## config.mk

```make
export PLATFORM = sky130hd
export DESIGN_NAME = pe_out_drain
export DESIGN_NICKNAME = d
export VERILOG_FILES = /design/src/rtl/pe_out_drain.sv
export SDC_FILE = /design/constraint.sdc
export NUM_CORES = 1
export LEC_CHECK = 0
export CAP_MARGIN = 30
export CORE_MARGIN = 2
export CORE_UTILIZATION = 40
export CTS_CLUSTER_SIZE = 30
export DETAILED_ROUTE_END_ITERATION = 8
export HOLD_SLACK_MARGIN = 0.08
export PLACE_DENSITY = 0.67
export SETUP_SLACK_MARGIN = 0.05
export SYNTH_ARGS = -nofsm -noshare
export SYNTH_HDL_FRONTEND = slang
export SYNTH_SLANG_ARGS = --single-unit
```

## constraint.sdc

```tcl
create_clock -name clk -period 3.5 [get_ports clk]
set_clock_uncertainty 0.2 [all_clocks]
set_input_delay 0.525 -clock clk [delete_from_list [all_inputs] [get_ports clk]]
set_output_delay 0.525 -clock clk [all_outputs]
set_load 0.05 [all_outputs]
```

## src/rtl/pe_out_drain.sv

```systemverilog
// Column drain: requantizes accumulator results to the signed operand format,
// buffers them in a small FIFO and streams them out with tile framing and a sticky saturation flag.
module pe_out_drain #(
    parameter int INT_BW = 5,
    parameter int FRA_BW = 6,
    parameter int MUL_BW = 16,
    parameter int ACC_BW = 32,
    parameter int DEPTH  = 8,
    parameter int LEN_BW = 8
) (
    input  logic                       clk,
    input  logic                       rst,
    input  logic                       in_vld,
    output logic                       in_rdy,
    input  logic signed [ACC_BW-1:0]   in_data,
    input  logic        [LEN_BW-1:0]   cfg_len,
    output logic                       out_vld,
    input  logic                       out_rdy,
    output logic signed [MUL_BW-1:0]   out_data,
    output logic                       out_last,
    output logic                       sat_o,
    output logic [$clog2(DEPTH+1)-1:0] level
);

    localparam int PTR_BW = $clog2(DEPTH);
    localparam int LVL_BW = $clog2(DEPTH + 1);

    localparam logic signed [ACC_BW-1:0] Q_MAX = ACC_BW'((2 ** (INT_BW + FRA_BW)) - 1);
    localparam logic signed [ACC_BW-1:0] Q_MIN = ~Q_MAX;

    logic [MUL_BW-1:0] mem [DEPTH];
    logic [PTR_BW-1:0] wr_ptr;
    logic [PTR_BW-1:0] rd_ptr;
    logic [LEN_BW-1:0] pop_cnt;
    logic [LEN_BW-1:0] last_idx;

    logic signed [ACC_BW-1:0] shifted;
    logic        [MUL_BW-1:0] q_word;
    logic                     word_sat;
    logic                     push;
    logic                     pop;

    // Requantize before the FIFO write so the stored word is already in operand format.
    assign shifted = in_data >>> FRA_BW;

    always_comb begin
        q_word   = MUL_BW'(shifted);
        word_sat = 1'b0;
        if (shifted > Q_MAX) begin
            q_word   = MUL_BW'(Q_MAX);
            word_sat = 1'b1;
        end else if (shifted < Q_MIN) begin
            q_word   = MUL_BW'(Q_MIN);
            word_sat = 1'b1;
        end
    end

    assign in_rdy   = (level != LVL_BW'(DEPTH));
    assign out_vld  = (level != '0);
    assign out_data = mem[rd_ptr];
    assign push     = in_vld && in_rdy;
    assign pop      = out_vld && out_rdy;

    // A zero-length tile behaves as a one-word tile.
    assign last_idx = (cfg_len == '0) ? '0 : cfg_len - 1'b1;
    assign out_last = out_vld && (pop_cnt == last_idx);

    // NOTE: the storage array has no reset; words are only observable once level says they were written.
    always_ff @(posedge clk) begin
        if (push) begin
            mem[wr_ptr] <= q_word;
        end
    end

    always_ff @(posedge clk) begin
        if (rst) begin
            wr_ptr  <= '0;
            rd_ptr  <= '0;
            level   <= '0;
            pop_cnt <= '0;
            sat_o   <= 1'b0;
        end else begin
            if (push) begin
                wr_ptr <= wr_ptr + 1'b1;
            end
            if (pop) begin
                rd_ptr  <= rd_ptr + 1'b1;
                pop_cnt <= out_last ? '0 : pop_cnt + 1'b1;
            end
            case ({push, pop})
                2'b10:   level <= level + 1'b1;
                2'b01:   level <= level - 1'b1;
                default: level <= level;
            endcase
            // A saturating push landing on the closing pop marks the next tile.
            if (push && word_sat) begin
                sat_o <= 1'b1;
            end else if (pop && out_last) begin
                sat_o <= 1'b0;
            end
        end
    end

endmodule

```

==> out/qor.txt <==
Mapped Cells -> 402
Crit-path slowest cell -> clkdlybuf4s50_1
Pwr top -> registers
CP Cell Sequence -> clkdlybuf4s50_1 -> nor3_4 -> a22oi_1 -> o32ai_2 -> buf_4 -> buf_4 -> buf_4 -> buf_4 -> buf_4 -> buf_4 -> buf_4 -> buf_4 -> buf_4 -> buf_4 -> nand3_4 -> nor4_4 -> buf_6 -> nor4_2
Placed cell areas -> 7576 sq um
# nets final -> 555
Min-Delay Path Class -> flip-flop to flip-flop
Met1 usage -> 19.81%
Synth Seq Share -> 66.34%
Clock group total power -> 0.00187 W
DIE WIDTH -> 131.1 um
Pwr Total -> 0.005472 W
Element type at the critical path start -> primary input
Status -> completed
FF-to-FF Start -> pop_cnt[1]
Primary FF master, synth -> edfxtp_1
Count of tool warnings -> 34
TNS Setup -> 0 ps
DRC errors left -> 0
CORE AREA -> 15,830 sq um
Slew Viols, Final -> 0
Logic power comb -> 0.00147 W
R2r setup slk -> 340 ps
Simple share -> 8.719%
DIE AREA -> 17,180 sq um
Clock latency on the worst-skew pair -> 410 ps
RSZ-0062 raised after global routing -> false
Post-Synth XOR/XNOR Area -> 1.492%
Worst Path Arrival -> 3410 ps
Via density -> 5.286
Final wirelength -> 13.15 mm
FP Util -> 40.80%
Comb power frac -> 26.8%
CTS sink count -> 150
First-pass GRT wire length -> 20.69 mm
Vias -> 3,869
Max H-tree Level -> 4
Crit path max-delay family -> buffers and inverters
DRT Pass-1 Iters -> 4
Met3 Routed Length -> 729 um
CP most frequent cell -> buf_4
Remaining antenna violation count after routing -> 0
Drt first-iter violations -> 220
Maximum VDD drop -> 0.7086 mV
Critical path endpoint -> pop_cnt[6]
Rows -> 46
I/O pins -> 68
Post-Layout Inst Area -> 8397 sq um
Port buffer count -> 61
Adder share -> 1.666%
Pre-CTS setup slack -> -114.7 ps
Clk buf depth -> 2
Yosys warning tally -> 0
N_diodes -> 0
Synth flops -> 150
Int Pwr -> 0.003886 W
DR WL met2 -> 6.818 mm
Power Density -> 651.6 nW/um^2
Initial antenna violation count -> 0
Largest net degree at the start of global routing -> 41
Yosys aoi share -> 5.735%
Worst Max-Slew Pin Slew -> 956.2 ps
Count of library flops with an enable pin -> 128
Max stage delay on crit path -> 560 ps
Fmax -> 298.0 MHz
Clock transition at path regs -> 60 ps
Inst Count DP -> 689
Worst path depth -> 18
Logic family by area -> multiplexers
Clock network power share -> 34.2%
RR Endpoint -> pop_cnt[6]
Post-synth ARST share -> 0%
Tmin final -> 3356 ps
Yosys cell count -> 402
Chip Area, Yosys -> 6457 sq um
Syn_nets -> 454
DP HPWL -> 7.808 mm
R2r worst-path depth -> 17
Min Hold Slack -> 293.6 ps
Share of layout cells above drive strength 1 -> 29.46%
Avg Synthesized Cell Area -> 16.06 sq um
Crit share post-route -> 95.88%
Seq pwr share -> 39.0%
TritonCTS buffer count -> 17
Max_cap viols -> 0
Synthesized area -> 6457 sq um
Setup ws final -> 144.1 ps
Placer congestion estimate -> 0.7898
Psw -> 0.001586 W
Area added between synthesis and finish -> 30.03%
CTS tree -> yes
MUX area fraction -> 14.11%
Distinct lib cells -> 50
Hold_buf cts -> 0
Switching Fraction -> 28.98%
CP Capture Type -> flip-flop
Leakage -> 2.847 nW
Endpoints failing setup -> 0
Count of buffer and inverter cells on the critical path -> 12
==> synthesized netlist by cell type, types with 2 or more instances <==
cell type | n | area [sq um]
edfxtp_1 | 128 | 3844
mux4_2 | 32 | 720.7
nor2_1 | 24 | 90.09
dfxtp_1 | 22 | 440.4
clkbuf_1 | 18 | 67.56
mux2_2 | 16 | 180.2
nand2_1 | 14 | 52.55
o21a_1 | 13 | 97.59
nor4_1 | 12 | 75.07
o21ai_0 | 10 | 50.05
a21oi_1 | 9 | 45.04
inv_1 | 9 | 33.78
nor3_1 | 9 | 45.04
ha_1 | 7 | 87.58
nand2b_1 | 7 | 43.79
nand3_1 | 6 | 30.03
xor2_1 | 6 | 52.55
and3_1 | 5 | 31.28
xnor2_1 | 5 | 43.79
a22oi_1 | 4 | 30.03
buf_2 | 4 | 20.02
nand4_1 | 4 | 25.02
nand3b_1 | 3 | 22.52
or4_1 | 3 | 22.52
a211o_1 | 2 | 17.52
a41oi_1 | 2 | 17.52
nor3b_1 | 2 | 15.01
o211a_1 | 2 | 20.02
o32ai_1 | 2 | 17.52
or3_1 | 2 | 12.51
==> flip-flops by register name, summed over array words and instances (netlist names), named ones only <==
| name | cells |
|---|---|
| level | 4 |
| pop_cnt | 8 |
| wr_ptr | 3 |
| mem | 128 |
| sat_o | 1 |
| rd_ptr | 3 |
==> worst min path at each step <==
stage                     startpoint   endpoint  cells after the start
after floorplan            rd_ptr[1]  flip-flop                      2
after global placement     rd_ptr[1]  rd_ptr[1]                      2
after detailed placement   rd_ptr[1]  rd_ptr[1]                      2
after CTS                  rd_ptr[1]  rd_ptr[1]                      2
after global routing       rd_ptr[1]  rd_ptr[1]                      2
final                      rd_ptr[1]  rd_ptr[1]                      2
==> kinds of logic (layout without fill, tap and decap cells) <==
kind of cell,count (synthesis),after routing
XOR/XNOR,11,11
AND/OR/NAND/NOR,100,100
adder cells (fa/ha/maj),8,8
multiplexers,49,49
AND-OR/OR-AND,52,52
buffers and inverters,32,146
flip-flops,150,150
==> timing repair <==
action / CTS / global route
setup endpoints to repair: 1 / 10
pin swaps: 5 / 7
buffers inserted: 9 / 2
cloned: 0 / 0
gates resized: 6 / 22
==> worst min-delay path: cells and delay by family, from the launching register on <==
family,cells,cell delay [ps]
DFF,1,310
AOI/OAI and AO/OA,1,70
and+or+nand+nor,1,50
==> placed cells by master (no fill, tap or decap), types with 4 or more instances in the layout <==
cell             instances
edfxtp_1               128
clkdlybuf4s50_1         52
buf_4                   41
mux4_2                  32
nor2_1                  24
dfxtp_1                 21
clkbuf_16               17
mux2_2                  16
nand2_1                 14
o21a_1                  13
inv_1                    9
a21oi_1                  9
o21ai_0                  9
nand2b_1                 7
xor2_1                   6
nor4_1                   6
nand3_1                  6
ha_1                     6
xnor2_1                  5
and3_1                   5
nor3_2                   5
dlymetal6s2s_1           5
nand4_1                  4
nor4_2                   4
bufinv_16                4
clkinv_1                 4
buf_6                    4
==> layout make-up <==
type	count	area, sq um
clock buffers	19	432.9
fillers	1265	7431
well taps	216	270.3
multi-input cells	220	2202
clock inverters	13	176.4
repair buffers	105	996.0
flip-flops and latches	150	4285
inverters	9	33.78
**Gate-type map**

Drawn at 4 px/um.
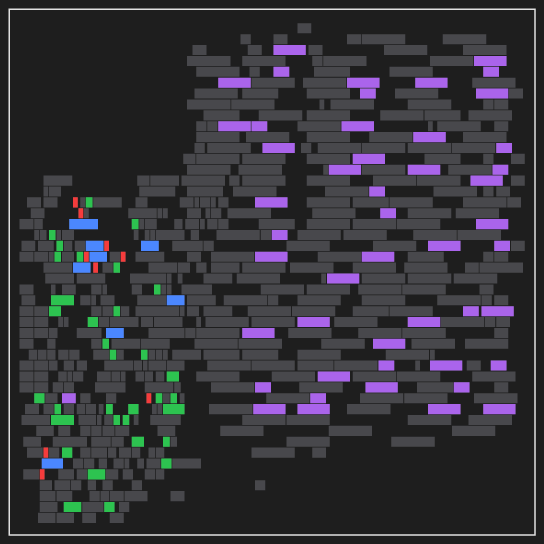
[blue] fa/ha/maj cells | cells: 8 | most used: ha_1 | where: west
[green] aoi and oai cells | cells: 33
[red] inv cells | cells: 9 | most used: inv_1
[purple] mux cells | cells: 49 | most used: mux4_2
logic share of the area: 26.23%
Commonest Layout Cell: edfxtp_1
non-filler cells, final: 732

**Register map, names as in the netlist**

Drawn at 4 px/um.
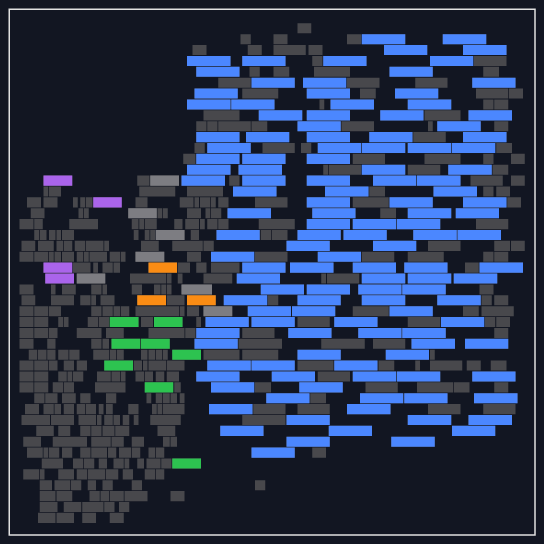
[green] pop_cnt | placed flops: 8
[orange] rd_ptr | placed flops: 3
[blue] mem | placed flops: 128
[purple] level | placed flops: 4 | where: west
not colored: 7
Flop+latch power: 0.00214 W
area of all sequential standard cells: 4285 sq um
Seq/total area: 51.04%
final core utilization: 53.05%

**M2 wires**

Drawn at 2 px/um.
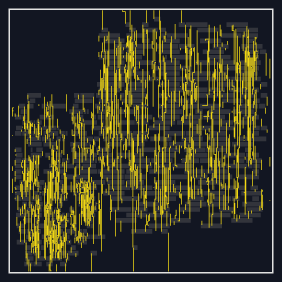
wire length on this layer: 6,820 um
main direction: vertical
longest straight run: 54.7 um
nets with wire on the layer: 487
share of all routed wire: 52%

**Track usage over the die**

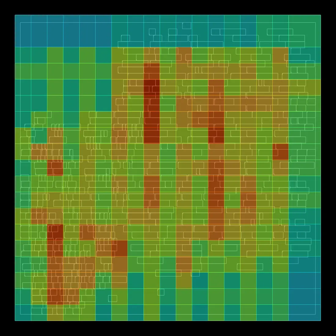
routed length per placed instance: 17.96 um
total track usage: 16.38%
grt peak-use layer: met2
GR Util met2: 28.77%
GR Util met3: 5.073%

**A small window of the routed layout**

Window x 46 to 86, y 72 to 112 um. Cells in gray, sequential cells in the stronger gray; small squares are vias.
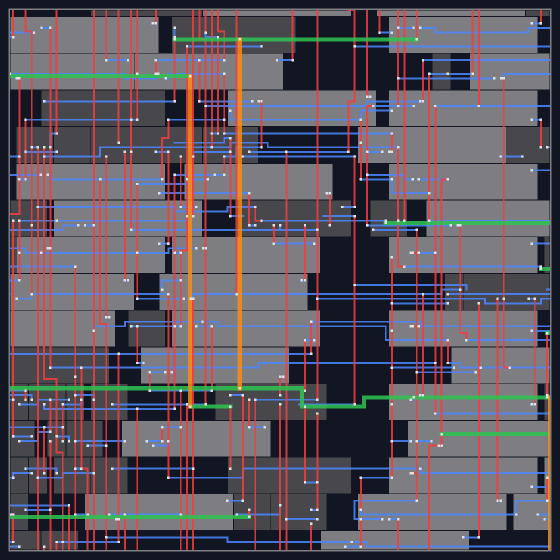
[green] M3
[blue] M1
[red] M2
[orange] M4
sequential cells in the window: 30
cells with their middle in the window: 60
netlist names of flops here include: mem (30)
most frequent: edfxtp_1 (30), buf_4 (8)

Power and IR drop assume default switching activity.
